==> config.mk <==
export PLATFORM = sky130hd
export DESIGN_NAME = snake_renderer_flat
export DESIGN_NICKNAME = d
export VERILOG_FILES = /design/src/rtl/snake_renderer_if.sv /design/src/rtl/snake_renderer.sv /design/src/flat_wrapper.sv
export SDC_FILE = /design/constraint.sdc
export NUM_CORES = 1
export LEC_CHECK = 0
export ABC_AREA = 1
export CAP_MARGIN = 20
export CORE_MARGIN = 3
export CORE_UTILIZATION = 42
export CTS_CLUSTER_DIAMETER = 80
export DETAILED_ROUTE_END_ITERATION = 7
export SETUP_SLACK_MARGIN = 0.4
export SLEW_MARGIN = 0
export SYNTH_ARGS = -nofsm -noshare
export SYNTH_HDL_FRONTEND = slang
export SYNTH_SLANG_ARGS = --single-unit
==> constraint.sdc <==
create_clock -name iCLK -period 6.2 [get_ports iCLK]
set_input_delay 1.55 -clock iCLK [delete_from_list [all_inputs] [get_ports iCLK]]
set_output_delay 1.55 -clock iCLK [all_outputs]
set_load 0.1 [all_outputs]
### Wires at chosen ports, followed through buffers, run 1

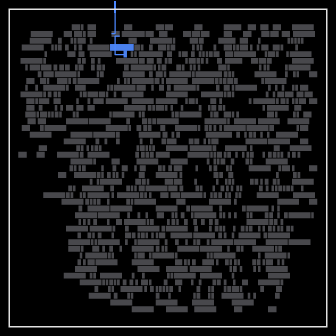
| colour | port | bits | direction | edge | end cells | buffers | wire |
|---|---|---|---|---|---|---|---|
| blue | `iHS` | 1 | input | north | 2 | 1 | 23.9 um |
Top Ports: 64
number of port buffers: 59

### Cell placement, run 1

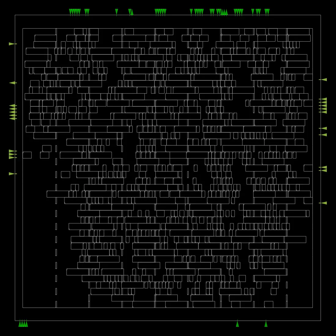
Seq area share: 0.427
Fill cells: 1,345

### Selected gate families, run 1

Scale bar: 50 um.
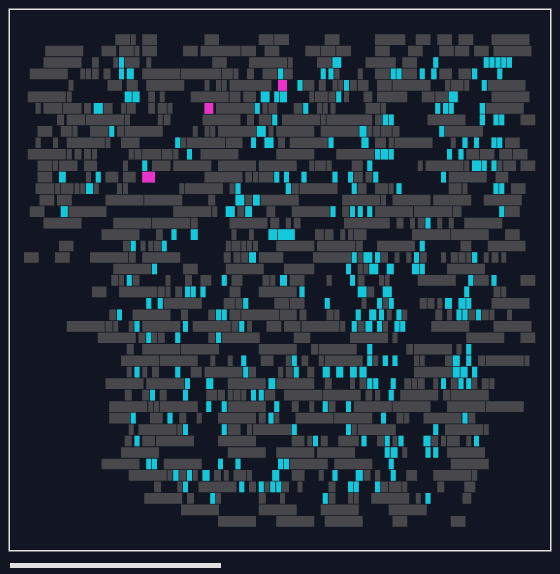
| colour | family | cells | most used |
|---|---|---|---|
| cyan | NAND gates | 240 | nand2_1 |
| magenta | AND and OR gates | 3 | or2_2 |
logic share of the area: 0.312
Final Non-Filler Cells: 1,006
dominant logic cell type in the layout: nand2_1

### Cell area per tile, run 1

13 x 13 tiles, from black (low) to pale yellow (high), 0 to 100% covered.
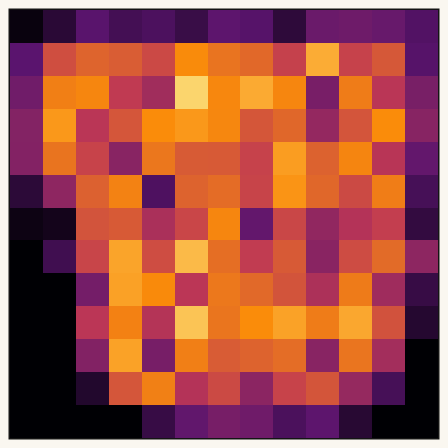
emptiest ninth of the die: south-west
mean over tiles: 45%
fullest tile: 91%
nearly empty tiles: 10%
tiles over 75% full: 9.5%
Core Area: 14,200 um2
FP Util: 0.440
Core Util, Final: 0.537

==> job_summary.md, run 1 <==
## Synthesis and layout report

| Metric | Value |
|---|---|
| Routability cong. | `0.859` |
| RSZ-0062 raised after global routing | `false` |
| Synthesized area | `6260 um2` |
| YS warnings | `0` |
| Final setup vio count | `0` |
| Ys cells | `754` |
| Maximum VDD drop | `0.198 mV` |
| Critical path type | `input pin to output port` |
| GR Layer Usage met3 | `0.0479` |
| FF/Latch Area | `3260 um2` |
| Top layer in use | `met4` |
| Most instantiated logic cells after routing | `nand2_1, dfrtp_1, inv_1` |
| Hold Fails Final Rpt | `0` |
| H-tree levels | `4` |
| CP max-delay cell | `inv_1` |
| Met2 usage | `0.287` |
| Tool warning count | `33` |
| Iteration-0 DRC Markers | `308` |
| GR peak layer | `met2` |
| Setup TNS | `0 ns` |
| Synth Instances | `754` |
| Simple-gate share of the synthesized area | `0.209` |
| Status | `finished clean` |
| R2R depth | `10` |
| Comb_multi_in | `465` |
| Final WS setup | `0.930 ns` |
| Relative slew margins | `0.303` |
| Switching power | `0.555 mW` |
| Die area | `16,400 um2` |
| Comb pwr share | `0.136` |
| MI comb area | `2380 um2` |
| Clk pin slew, worst setup/hold paths | `0.05 ns` |
| Routed WL per cell | `14.6 um` |
| Top cells by area | `dfrtp_1, nand2_1, inv_1` |
| Syn_nets | `817` |
| GRT Resource Usage Total | `0.191` |
| Max-slew violations | `0` |
| Worst-path cell chain | `clkdlybuf4s50_1 > inv_1 > o211ai_1 > nand3_1 > nand3_1 > nand2_1 > nand3_1 > nand2_1 > nand2_1 > a21oi_1 > buf_12` |
| Post-placement setup slack | `0.945 ns` |
| Max Buffers Root-to-Sink | `2` |
| Instance count on the critical path | `11` |
| CTS tree | `built` |
| Mean Syn Cell Area | `8.30 um2` |
| Cts hold-fix bufs | `0` |
| Synth top cell by count | `nand2_1` |
| Clk_skew | `0.00589 ns` |
| Fin Hold WS | `0.479 ns` |
| Clock-net power | `0.946 mW` |
| Final clock-cell share | `0.0728` |
| Sequential power | `0.917 mW` |
| Max power group | `the clock network` |
| First-pass GRT wire length | `24.7 mm` |
| Yosys aoi share | `0.127` |
| Vias/cell | `4.93` |
| Yosys xor share | `0.0238` |
### Met3 routing, run 1

Scale bar: 50 um.
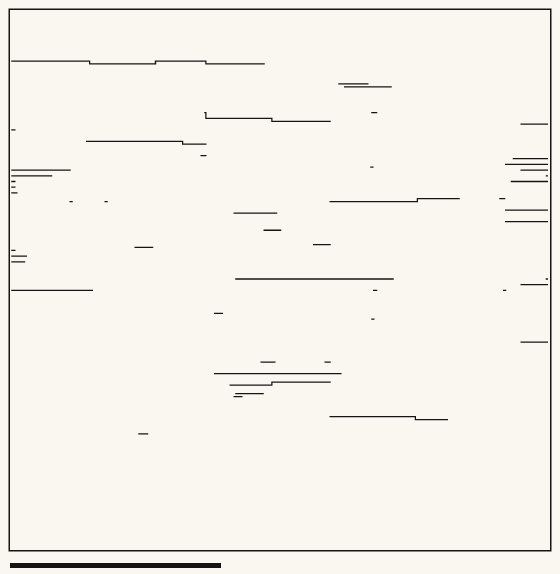

==> run 2: changes to the inputs <==
--- a/config.mk
+++ b/config.mk
@@ -11,6 +11,7 @@
 export CORE_UTILIZATION = 42
 export CTS_CLUSTER_DIAMETER = 80
 export DETAILED_ROUTE_END_ITERATION = 7
+export PLACE_DENSITY = 0.65
 export SETUP_SLACK_MARGIN = 0.4
 export SLEW_MARGIN = 0
 export SYNTH_ARGS = -nofsm -noshare
### Met3 routing, run 2

Scale bar: 50 um.
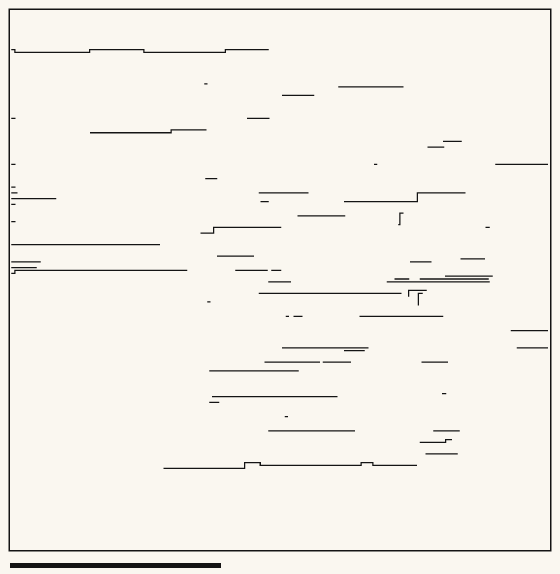
share of all routed wire: 4.8%
nets with wire on the layer: 38
wire length on this layer: 702 um
longest straight run: 40.7 um
DR vias: 4,973
GR Layer Usage met3: 0.0546
routed wire length: 14.6 mm

==> run 2 against run 1 <==
Net effect:
- clock power fell by 2%
- flip-flop count unchanged
- first-iteration DRC count grew 54%
- clock skew grew 0.0029 ns
- non-clock buffer count stayed put
- worst setup slack lost 0.26 ns
- critical endpoint unchanged
- highest routed layer is now met5
==> job_summary.md, run 2 <==
## Synthesis and layout report

| Metric | Value |
|---|---|
| Fin Hold WS | `0.474 ns` |
| Final Non-Filler Cells | `1,007` |
| WL met2 | `7.06 mm` |
| CTS tree | `built` |
| Crit end category | `output port` |
| Top post-synthesis cells by count | `nand2_1, dfrtp_1, inv_1, o21ai_0, a21oi_1` |
| Core Area | `14,200 um2` |
| H-tree levels | `4` |
| Number of port buffers | `59` |
| Final clock-cell share | `0.0720` |
| Met1 usage | `0.248` |
| Met2 usage | `0.303` |
| Max power group | `the clock network` |
| Final WS setup | `0.668 ns` |
| CP max-delay cell | `clkdlybuf4s50_1` |
| Synthesized area | `6260 um2` |
| Mean Syn Cell Area | `8.30 um2` |
| Clock-net power | `0.928 mW` |
| Die area | `16,400 um2` |
| Switching power | `0.572 mW` |
| Antenna diodes | `0` |
| Setup TNS | `0 ns` |
| GR peak layer | `met2` |
| Wl on met1 | `6.62 mm` |
| Fill cells | `1,337` |
| Routability cong. | `0.848` |
| Fmax | `181 MHz` |
| Worst-path cell chain | `clkdlybuf4s50_1 > buf_4 > nand2_1 > a21boi_0 > o211ai_1 > nand3_1 > nand2_1 > nand2_1 > a21oi_1 > buf_12` |
| Maximum VDD drop | `0.273 mV` |
| Comb_multi_in | `465` |
| Sequential power | `0.918 mW` |
| GRT Resource Usage Total | `0.189` |
| Top cells by area | `dfrtp_1, nand2_1, inv_1` |
| Most instantiated logic cells after routing | `nand2_1, dfrtp_1, inv_1` |
| Fin area | `7620 um2` |
| Clk_skew | `0.00883 ns` |
| Synth Instances | `754` |
| Dominant logic cell type in the layout | `nand2_1` |
| Post-CTS setup buffer count | `0` |
| YS warnings | `0` |
| Final #Nets | `877` |
| Cts hold-fix bufs | `0` |
| Vias/cell | `4.94` |
| Simple-gate share of the synthesized area | `0.209` |
| Comb group | `0.291 mW` |
| FF/Latch Area | `3260 um2` |
| Synth top cell by count | `nand2_1` |
| Nonclk buf count | `69` |
| Yosys aoi share | `0.127` |
| Logic share of the area | `0.312` |
| Area after DPL | `7040 um2` |
| Ys cells | `754` |
| Max-slew violations | `0` |
| MI comb area | `2380 um2` |
| Clk pin slew, worst setup/hold paths | `0.05 ns` |
| R2R depth | `10` |
| FP Util | `0.440` |
| Post-placement setup slack | `0.689 ns` |
| Status | `finished clean` |
| Max Buffers Root-to-Sink | `2` |
| RSZ-0062 raised after global routing | `false` |
| Core Util, Final | `0.537` |
| Top Ports | `64` |
| Comb pwr share | `0.136` |
| Syn_nets | `817` |
| Adder Area Share | `0.0180` |
| Top layer in use | `met5` |
| Seq area share | `0.427` |
| Relative slew margins | `0.292` |
| Buffering overhead | `0.0939` |
| Mux area share | `0.00160` |
| Final setup vio count | `0` |
| Iteration-0 DRC Markers | `475` |
| Instance count on the critical path | `10` |
| Period utilisation layout | `0.892` |
| Sw frac | `0.268` |
| Hold WC Path Type | `register to register` |
| Tool warning count | `33` |
| # rows | `43` |
| First-pass GRT wire length | `24.5 mm` |
| Routed WL per cell | `14.5 um` |
| Yosys xor share | `0.0238` |
| GRT Residual Overflow | `0` |
| Hold Fails Final Rpt | `0` |
| Critical path type | `input pin to output port` |
| Largest stage delay, worst path | `0.86 ns` |
Power figures rest on the tool's default switching activity, not on a simulated workload.
